**src/rtl/seg7_scan_ctrl.sv**
```systemverilog
// Eight-digit multiplexed 7-segment scanner with shadow/display double buffering, blink and blanking.
// Latency: AN/SEGMENT registered, one cycle behind the digit index; loads reach the display on the next frame wrap.
// Backpressure: none; load is always accepted, a newer load overwrites an untransferred shadow (pending flags it).
// Optional leading-zero blanking is compiled in when SEG7_LZB_EN is defined.
module seg7_scan_ctrl #(
    parameter int SCAN_DIV     = 50000,
    parameter int BLINK_FRAMES = 64
) (
    input  logic        clk,
    input  logic        rst,
    input  logic [31:0] data,
    input  logic [7:0]  point,
    input  logic [7:0]  blank,
    input  logic [7:0]  blink,
    input  logic        load,
    output logic        pending,
    output logic [7:0]  AN,
    output logic [7:0]  SEGMENT,
    output logic        frame
);

    localparam logic [15:0] SCAN_LAST  = 16'(SCAN_DIV - 1);
    localparam logic [7:0]  BLINK_LAST = 8'(BLINK_FRAMES - 1);

    logic [15:0] scan_cnt;
    logic [2:0]  idx;
    logic [7:0]  frame_cnt;
    logic        blink_phase;

    logic [31:0] shadow_data;
    logic [7:0]  shadow_point;
    logic [7:0]  shadow_blank;
    logic [7:0]  shadow_blink;

    logic [31:0] disp_data;
    logic [7:0]  disp_point;
    logic [7:0]  disp_blank;
    logic [7:0]  disp_blink;

    logic        scan_tc;
    logic        wrap;
    logic [3:0]  cur_nib;
    logic        cur_dark;
    logic [7:0]  seg_next;

    // Active-low {a..g} pattern for one hex nibble.
    function automatic logic [6:0] hex_decode(input logic [3:0] nib);
        logic [6:0] s;
        case (nib)
            4'h0:    s = 7'b0000001;
            4'h1:    s = 7'b1001111;
            4'h2:    s = 7'b0010010;
            4'h3:    s = 7'b0000110;
            4'h4:    s = 7'b1001100;
            4'h5:    s = 7'b0100100;
            4'h6:    s = 7'b0100000;
            4'h7:    s = 7'b0001111;
            4'h8:    s = 7'b0000000;
            4'h9:    s = 7'b0000100;
            4'hA:    s = 7'b0001000;
            4'hB:    s = 7'b1100000;
            4'hC:    s = 7'b0110001;
            4'hD:    s = 7'b1000010;
            4'hE:    s = 7'b0110000;
            default: s = 7'b0111000;
        endcase
        return s;
    endfunction

    // Terminal count of the per-digit dwell, and the frame wrap (last digit finishing).
    always_comb begin
        scan_tc = (scan_cnt == SCAN_LAST);
        wrap    = scan_tc && (idx == 3'd7);
    end

    // Dwell counter and digit index.
    always_ff @(posedge clk) begin
        if (rst) begin
            scan_cnt <= '0;
            idx      <= '0;
        end else if (scan_tc) begin
            scan_cnt <= '0;
            idx      <= idx + 3'd1;
        end else begin
            scan_cnt <= scan_cnt + 16'd1;
        end
    end

    // Frame counter; toggles the blink phase every BLINK_FRAMES frames.
    always_ff @(posedge clk) begin
        if (rst) begin
            frame_cnt   <= '0;
            blink_phase <= 1'b0;
        end else if (wrap) begin
            if (frame_cnt == BLINK_LAST) begin
                frame_cnt   <= '0;
                blink_phase <= ~blink_phase;
            end else begin
                frame_cnt <= frame_cnt + 8'd1;
            end
        end
    end

    // Shadow capture and frame-aligned transfer; the display only changes at the wrap,
    // and a load on the wrap cycle still transfers the older shadow while capturing the new one.
    always_ff @(posedge clk) begin
        if (rst) begin
            shadow_data  <= '0;
            shadow_point <= '0;
            shadow_blank <= '0;
            shadow_blink <= '0;
            disp_data    <= '0;
            disp_point   <= '0;
            disp_blank   <= '0;
            disp_blink   <= '0;
            pending      <= 1'b0;
        end else begin
            if (wrap && pending) begin
                disp_data  <= shadow_data;
                disp_point <= shadow_point;
                disp_blank <= shadow_blank;
                disp_blink <= shadow_blink;
            end
            if (load) begin
                shadow_data  <= data;
                shadow_point <= point;
                shadow_blank <= blank;
                shadow_blink <= blink;
                pending      <= 1'b1;
            end else if (wrap) begin
                pending <= 1'b0;
            end
        end
    end

`ifdef SEG7_LZB_EN
    // A digit is a leading zero when it and every digit to its left are zero; digit 0 always shows.
    logic [7:0] lz;
    assign lz[0] = 1'b0;
    for (genvar k = 1; k < 8; k++) begin : g_lz
        assign lz[k] = (disp_data[31:4*k] == '0);
    end
`endif

    // Segment pattern for the digit currently selected by idx.
    always_comb begin
        cur_nib  = disp_data[{idx, 2'b00} +: 4];
        cur_dark = disp_blank[idx] | (disp_blink[idx] & blink_phase);
        if (cur_dark) begin
            seg_next = 8'hFF;
`ifdef SEG7_LZB_EN
        end else if (lz[idx]) begin
            seg_next = {7'h7F, ~disp_point[idx]};
`endif
        end else begin
            seg_next = {hex_decode(cur_nib), ~disp_point[idx]};
        end
    end

    // Registered display drive and frame pulse.
    always_ff @(posedge clk) begin
        if (rst) begin
            AN      <= 8'hFF;
            SEGMENT <= 8'hFF;
            frame   <= 1'b0;
        end else begin
            AN      <= ~(8'h01 << idx);
            SEGMENT <= seg_next;
            frame   <= wrap;
        end
    end

endmodule

```
**config.mk**
```make
export PLATFORM = sky130hd
export DESIGN_NAME = seg7_scan_ctrl
export DESIGN_NICKNAME = d
export VERILOG_FILES = /design/src/rtl/seg7_scan_ctrl.sv
export SDC_FILE = /design/constraint.sdc
export NUM_CORES = 1
export LEC_CHECK = 0
export CAP_MARGIN = 0
export CORE_UTILIZATION = 50
export DETAILED_ROUTE_END_ITERATION = 10
export GPL_TIMING_DRIVEN = 0
export PLACE_DENSITY = 0.73
export SYNTH_ARGS = -nofsm -noshare
export SYNTH_HDL_FRONTEND = slang
export SYNTH_SLANG_ARGS = --single-unit
export TNS_END_PERCENT = 10
```
**constraint.sdc**
```tcl
create_clock -name clk -period 2.95 [get_ports clk]
set_clock_uncertainty 0.2 [all_clocks]
set_input_delay 0.295 -clock clk [delete_from_list [all_inputs] [get_ports clk]]
set_output_delay 0.295 -clock clk [all_outputs]
set_load 0.05 [all_outputs]
```
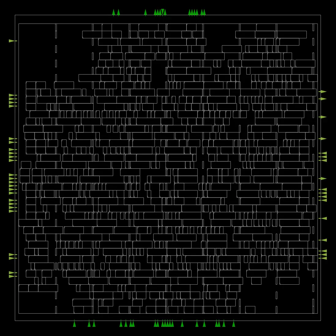
placed.png
share of the final layout cell area in sequential cells: 40.0%
number of well taps: 168
non-filler cells, final: 949

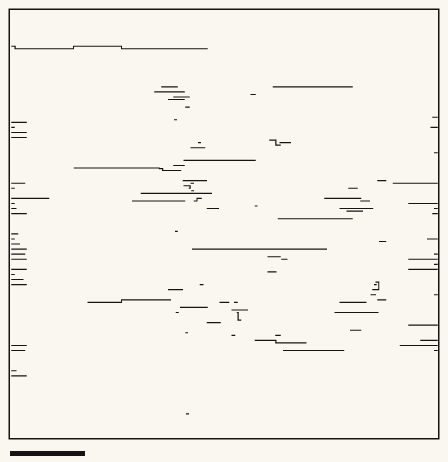
m3.png
The bar under the picture is 20 um long.
main direction = horizontal
share of all routed wire = 4.0%
nets with wire on the layer = 79
wire length on this layer = 550 um
total number of vias: 5001
met3 track demand over resource in global routing: 5.38%

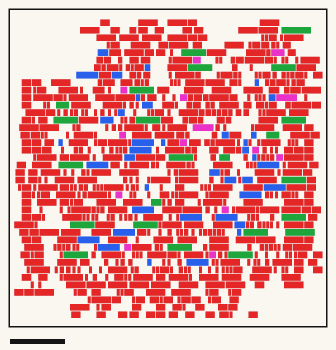
sizing.png
The bar under the picture is 20 um long.
magenta -> x3 and x4  # cells 14, share 1.8%
red -> x1 and smaller  # cells 706, share 90%
green -> x6 and larger  # cells 23, share 2.9%
blue -> x2  # cells 38, share 4.9%
number of non-clock buffers: 118
fin area: 0.00791 mm2
final critical-path setup slack: 0.167 ns

==> logic make-up after synthesis <==
group	synth area share [%]
AND/OR/NAND/NOR	18.7
flip-flops	49.7
multiplexers	16.1
AND-OR/OR-AND	6.35
buffers and inverters	3.58
XOR/XNOR	2.75
adder cells (fa/ha/maj)	2.75
==> cell type report <==
| cell class | instances | area [um2] | area share (%) |
|---|---|---|---|
| clock buffers | 22 | 464 | 5.87 |
| clock inverters | 10 | 114 | 1.44 |
| multi-input cells | 466 | 2980 | 37.6 |
| repair buffers | 75 | 751 | 9.49 |
| inverters | 7 | 26.3 | 0.332 |
| flip-flops and latches | 158 | 3160 | 40.0 |
| well taps | 168 | 210 | 2.66 |
| plain buffers | 43 | 206 | 2.61 |
==> worst min-delay path, stage by stage, from the launching register on <==
cell	delay (ns)
sky130_fd_sc_hd__dfxtp_1	0.31
sky130_fd_sc_hd__nand2_1	0.05
sky130_fd_sc_hd__a21oi_1	0.05
==> where the power goes <==
group	internal [mW]	total (mW)	switching, mW	leakage [nW]
combinational	0.135	0.263	0.127	1.47
sequential	2.19	2.22	0.0315	1.29
clock	1.29	2.13	0.842	0.272
==> path summary, 6_finish.rpt <==
path         slack [ns]  cells after the start                        from                         end
max                0.17                     10         idx[0]$_SDFFE_PP0P_       SEGMENT[4]$_SDFF_PP1_
min                0.25                      2  disp_blank[5]$_SDFFE_PP0P_  disp_blank[5]$_SDFFE_PP0P_
max reg2reg        0.17                     10         idx[0]$_SDFFE_PP0P_       SEGMENT[4]$_SDFF_PP1_
min reg2reg        0.25                      2  disp_blank[5]$_SDFFE_PP0P_  disp_blank[5]$_SDFFE_PP0P_
==> metrics.sh <==
PLACEMENT_ROWS=40
YOSYS_CELLS=674
DETAILEDROUTE.FIRSTITERATIONVIOLATIONS=314
REMAINING_DRC_ERRORS=0
WORST_EP_ARRIVAL_TIME_NS=2.85
YOSYS_STAT_CHIP_AREA_MM2=0.00636
MAXUSEDROUTINGLAYER='met4'
WORSTPATHBUFFERINVERTERCOUNT=3
WORST_SLEW_PIN_SLEW_NS=0.882
RUN_STATUS='complete, no violations'
CLOCK_INSERTION_DELAY_AT_THE_LATER_PIN_OF_THE_SKEW_REPORT_NS=0.42
LARGEST_REGISTERS='disp_data (32), shadow_data (32), scan_cnt (16)'
AREA_LEADERS='sky130_fd_sc_hd__dfxtp_1 (50%), sky130_fd_sc_hd__mux2i_1 (9.9%), sky130_fd_sc_hd__nand2_1 (7.8%)'
PIN_COUNT_OF_THE_BIGGEST_NET_ENTERING_GLOBAL_ROUTING=17
HOLD_FIX_BUFFER_COUNT_AFTER_CTS=0
YS_SEQ_SHARE_PCT=49.7
POST_DRT_WL_PER_CELL_UM=14.6
CAP_VIOL_MAX_COUNT=0
SLOWEST_DELAY_NS=0.55
NUM_IO_PINS=77
FINAL_NETS=841
N_FILL_CELL=1065
MAPPEDNETLISTNETS=747
CRITPATHKIND='reg -> reg'
OVERFLOW=0
FINAL_CORE_UTIL_PCT=64.8
CLOCKROOTBUFFER='sky130_fd_sc_hd__clkbuf_16'
FINALWIRELENGTH_MM=13.9
FIN_HOLD_VIOLS=0
SLEW_VIOLATIONS=0
Power and IR drop assume default switching activity.
